===== config.mk =====
export PLATFORM = sky130hd
export DESIGN_NAME = mem_arbiter
export DESIGN_NICKNAME = d
export VERILOG_FILES = /design/src/rtl/mem_arbiter.sv
export SDC_FILE = /design/constraint.sdc
export NUM_CORES = 1
export LEC_CHECK = 0
export ABC_CLOCK_PERIOD_IN_PS = 2100
export CORE_AREA = 2 2 104 106
export CTS_CLUSTER_SIZE = 16
export DETAILED_ROUTE_END_ITERATION = 7
export DIE_AREA = 0 0 106 108
export GPL_TIMING_DRIVEN = 0
export PLACE_DENSITY = 0.59
export SETUP_SLACK_MARGIN = 0.15
export SLEW_MARGIN = 10
export SYNTH_ARGS = -nofsm -noshare
export SYNTH_HDL_FRONTEND = slang
export SYNTH_SLANG_ARGS = --single-unit

===== constraint.sdc =====
create_clock -name CLK -period 2.1 [get_ports CLK]
set_input_delay 0.525 -clock CLK [delete_from_list [all_inputs] [get_ports CLK]]
set_output_delay 0.525 -clock CLK [all_outputs]
set_load 0.01 [all_outputs]

===== src/rtl/mem_arbiter.sv =====
// Arbitrates one single-port RAM between the icache and dcache. The dcache has fixed priority.
// Define ARB_STARVE_GUARD_EN to bound instruction starvation with STARVE_LIMIT.
module mem_arbiter #(
    parameter int STARVE_LIMIT = 8
) (
    input  logic        CLK,
    input  logic        RST,
    input  logic        iREN,
    input  logic [31:0] iaddr,
    output logic        iwait,
    output logic [31:0] iload,
    input  logic        dREN,
    input  logic        dWEN,
    input  logic [31:0] daddr,
    input  logic [31:0] dstore,
    output logic        dwait,
    output logic [31:0] dload,
    output logic        ramREN,
    output logic        ramWEN,
    output logic [31:0] ramaddr,
    output logic [31:0] ramstore,
    input  logic [31:0] ramload,
    input  logic [1:0]  ramstate
);

    localparam logic [1:0] RAM_ACCESS = 2'd2;

    typedef enum logic [1:0] {IDLE, IBUS, DBUS} state_t;

    state_t r_state;
    logic   w_dreq;
    logic   w_access;
    logic   w_force_i;

    if (STARVE_LIMIT < 1 || STARVE_LIMIT > 255) begin : g_bad_limit
        $error("mem_arbiter: STARVE_LIMIT must be in 1..255");
    end

    assign w_dreq   = dREN | dWEN;
    assign w_access = (ramstate == RAM_ACCESS);

`ifdef ARB_STARVE_GUARD_EN
    localparam logic [7:0] LIMIT = 8'(STARVE_LIMIT);

    logic [7:0] r_starve_cnt;

    assign w_force_i = iREN && (r_starve_cnt == LIMIT);

    // Counts cycles an instruction fetch waits outside IBUS; held while IBUS is stalled.
    always_ff @(posedge CLK or posedge RST) begin
        if (RST) begin
            r_starve_cnt <= 8'd0;
        end else if (!iREN) begin
            r_starve_cnt <= 8'd0;
        end else if (r_state == IBUS && w_access) begin
            r_starve_cnt <= 8'd0;
        end else if (r_state != IBUS && r_starve_cnt != LIMIT) begin
            r_starve_cnt <= r_starve_cnt + 8'd1;
        end
    end
`else
    assign w_force_i = 1'b0;
`endif

    always_ff @(posedge CLK or posedge RST) begin
        if (RST) begin
            r_state <= IDLE;
        end else begin
            case (r_state)
                IDLE: begin
                    if (w_force_i)   r_state <= IBUS;
                    else if (w_dreq) r_state <= DBUS;
                    else if (iREN)   r_state <= IBUS;
                end
                DBUS: begin
                    // Dropping the request abandons the grant without a completion.
                    if (!w_dreq || w_access) r_state <= IDLE;
                end
                IBUS: begin
                    if (!iREN || w_access) r_state <= IDLE;
                end
                default: r_state <= IDLE;
            endcase
        end
    end

    // RAM side and waits follow the live request so completion is same-cycle as ACCESS.
    always_comb begin
        ramREN   = 1'b0;
        ramWEN   = 1'b0;
        ramaddr  = 32'd0;
        ramstore = 32'd0;
        iwait    = 1'b1;
        dwait    = 1'b1;
        case (r_state)
            DBUS: begin
                ramREN   = dREN & ~dWEN;
                ramWEN   = dWEN;
                ramaddr  = daddr;
                ramstore = dstore;
                dwait    = ~(w_dreq & w_access);
            end
            IBUS: begin
                ramREN  = iREN;
                ramaddr = iaddr;
                iwait   = ~(iREN & w_access);
            end
            default: ;
        endcase
    end

    assign iload = ramload;
    assign dload = ramload;

endmodule


==> report_table.html <==
<p>Metrics extracted from the flow reports.</p>
<table>
<tr><th>Metric</th><th>Value</th></tr>
<tr><th colspan="2">Run status</th></tr>
<tr><td>Outcome</td><td>finished with violations</td></tr>
<tr><td>Violated checks</td><td>setup timing</td></tr>
<tr><th colspan="2">Finish</th></tr>
<tr><td>Net total in the final layout</td><td>around 600</td></tr>
<tr><td>Number of buffers outside the clock class in the layout</td><td>334</td></tr>
<tr><td>#MultiIn Comb</td><td>116</td></tr>
<tr><td>Clock network contribution to total cell area</td><td>less than 1%</td></tr>
<tr><td>Multi-input gate area</td><td>1090 µm²</td></tr>
<tr><td>Leading cell type in the layout, fill and taps excluded</td><td>sky130_fd_sc_hd__clkdlybuf4s50_1</td></tr>
<tr><td>Reg with most FFs</td><td>r_state</td></tr>
<tr><td>Most frequently placed logic cells in the final layout</td><td>sky130_fd_sc_hd__clkdlybuf4s50_1, sky130_fd_sc_hd__buf_4, sky130_fd_sc_hd__buf_6</td></tr>
<tr><th colspan="2">Power and ir drop</th></tr>
<tr><td>Worst supply voltage drop on vdd</td><td>about 0.38 mV</td></tr>
<tr><td>Register share of total power</td><td>1.6%</td></tr>
<tr><td>Switching power share of the total</td><td>between 30% and 40%</td></tr>
<tr><th colspan="2">Floorplanning</th></tr>
<tr><td>Core area</td><td>10200 µm²</td></tr>
<tr><td>Full die area</td><td>11400 µm²</td></tr>
<tr><th colspan="2">Worst setup path</th></tr>
<tr><td>Startpoint kind of the worst setup timing path</td><td>register</td></tr>
<tr><td>Capturing point of the worst reg2reg path</td><td>r_state[0]</td></tr>
<tr><td>Worst path bufs/invs</td><td>5</td></tr>
<tr><td>Critical path class</td><td>reg -&gt; out</td></tr>
<tr><td>Sort of element at the end of the critical path</td><td>primary output</td></tr>
<tr><th colspan="2">Placed design</th></tr>
<tr><td>HPWL reported at the end of detailed placement</td><td>6570 µm</td></tr>
<tr><th colspan="2">STA</th></tr>
<tr><td>Peak Freq</td><td>469 MHz</td></tr>
<tr><td>Tightest Pin Transition</td><td>307 ps</td></tr>
<tr><td>Final setup violating endpoints</td><td>1</td></tr>
<tr><td>Minimum clock period</td><td>about 2100 ps</td></tr>
<tr><td>Least setup slack across all paths after layout</td><td>-34.4 ps</td></tr>
<tr><th colspan="2">Clock network</th></tr>
<tr><td>Register clock-pin slew on the reported worst setup and hold paths</td><td>around 30 ps</td></tr>
<tr><td>Number of H-tree levels</td><td>1</td></tr>
<tr><th colspan="2">Yosys</th></tr>
<tr><td>Yosys cell count</td><td>199</td></tr>
<tr><td>Number of synthesis warnings</td><td>0</td></tr>
<tr><td>Synthesized registers</td><td>2</td></tr>
<tr><th colspan="2">GRT</th></tr>
<tr><td>Largest net degree at the start of global routing</td><td>11</td></tr>
<tr><td>Via count of the first global-routing pass</td><td>2278</td></tr>
<tr><th colspan="2">Route</th></tr>
<tr><td>Initial drt markers</td><td>around 57</td></tr>
</table>
## cells in the mapped netlist, types with 2 or more instances
master	number	area share (%)
sky130_fd_sc_hd__a22oi_1	32	17
sky130_fd_sc_hd__and2_1	33	14
sky130_fd_sc_hd__buf_2	6	2.1
sky130_fd_sc_hd__buf_4	69	36
sky130_fd_sc_hd__clkbuf_1	3	0.79
sky130_fd_sc_hd__dfrtp_1	2	3.5
sky130_fd_sc_hd__ha_1	4	3.5
sky130_fd_sc_hd__inv_1	3	0.79
sky130_fd_sc_hd__nor2b_1	32	14
sky130_fd_sc_hd__o21ai_1	4	1.4
## per-layer routing
| metal | part of all wire (%) | global-route usage (%) |
|---|---|---|
| met1 | 37 | 15.3 |
| met2 | 57 | 26.0 |
| met3 | 6.1 | 2.41 |
| met4 | 0 | 0.846 |
| met5 | 0 | 0 |
Fig. 1: a small window of the routed layout
Region (33, 34) to (73, 74) µm. Cells in gray, sequential cells in the stronger gray; small squares are vias.
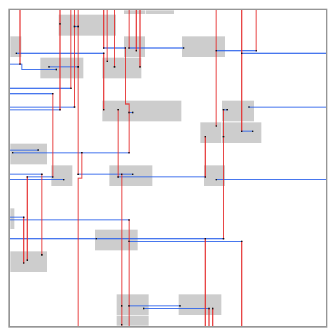
legend:
  met2:
    color: red
  met1:
    color: blue
most frequent: buf_8 (6), buf_4 (3), buf_6 (3)
sequential cells in the window: 0
cells with their middle in the window: 18

Fig. 2: clock routing
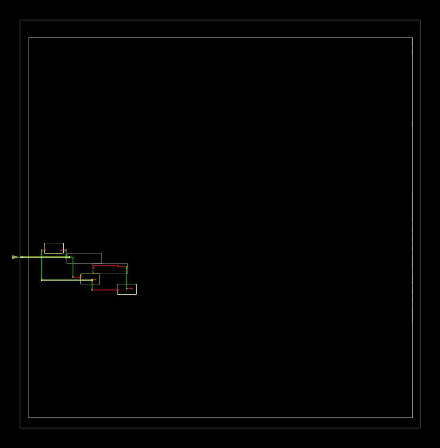
clock tree sinks: 2
clock buffer count from CTS: 3
number of sequential cells: 2
clk latency late pin: 210 ps
clock tree buffer count of the final layout: 3

Fig. 3: M3 wires
Cells faint in the background.
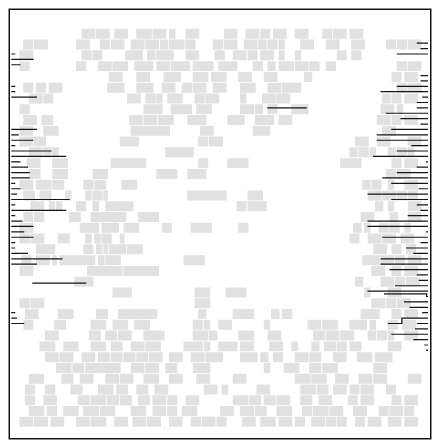
nets with wire on the layer: 92
share of all routed wire: 6.1%
main direction: horizontal
GRT met3 Usage: 2.41%
total via count after detailed routing: 2270
final WL: 8540 µm

Fig. 4: signal metal coverage by tile
Bar = 20 µm. The die is cut into 21 by 22 equal tiles; white is low, dark blue is high, scaled to the fullest tile. Values are wire area over tile area, all layers added.
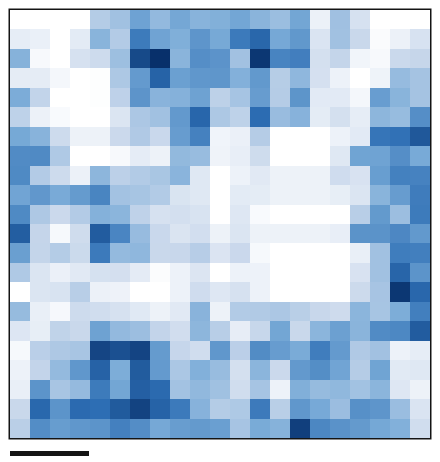
nearly empty tiles: 10%
tiles over half the peak: 28%
mean over tiles: 0.12
fullest tile: 0.34
emptiest ninth of the die: center
GRT Resource Usage Total: 13.2%
mean routed wirelength per cell: 14.4 µm

Power and IR drop assume default switching activity.
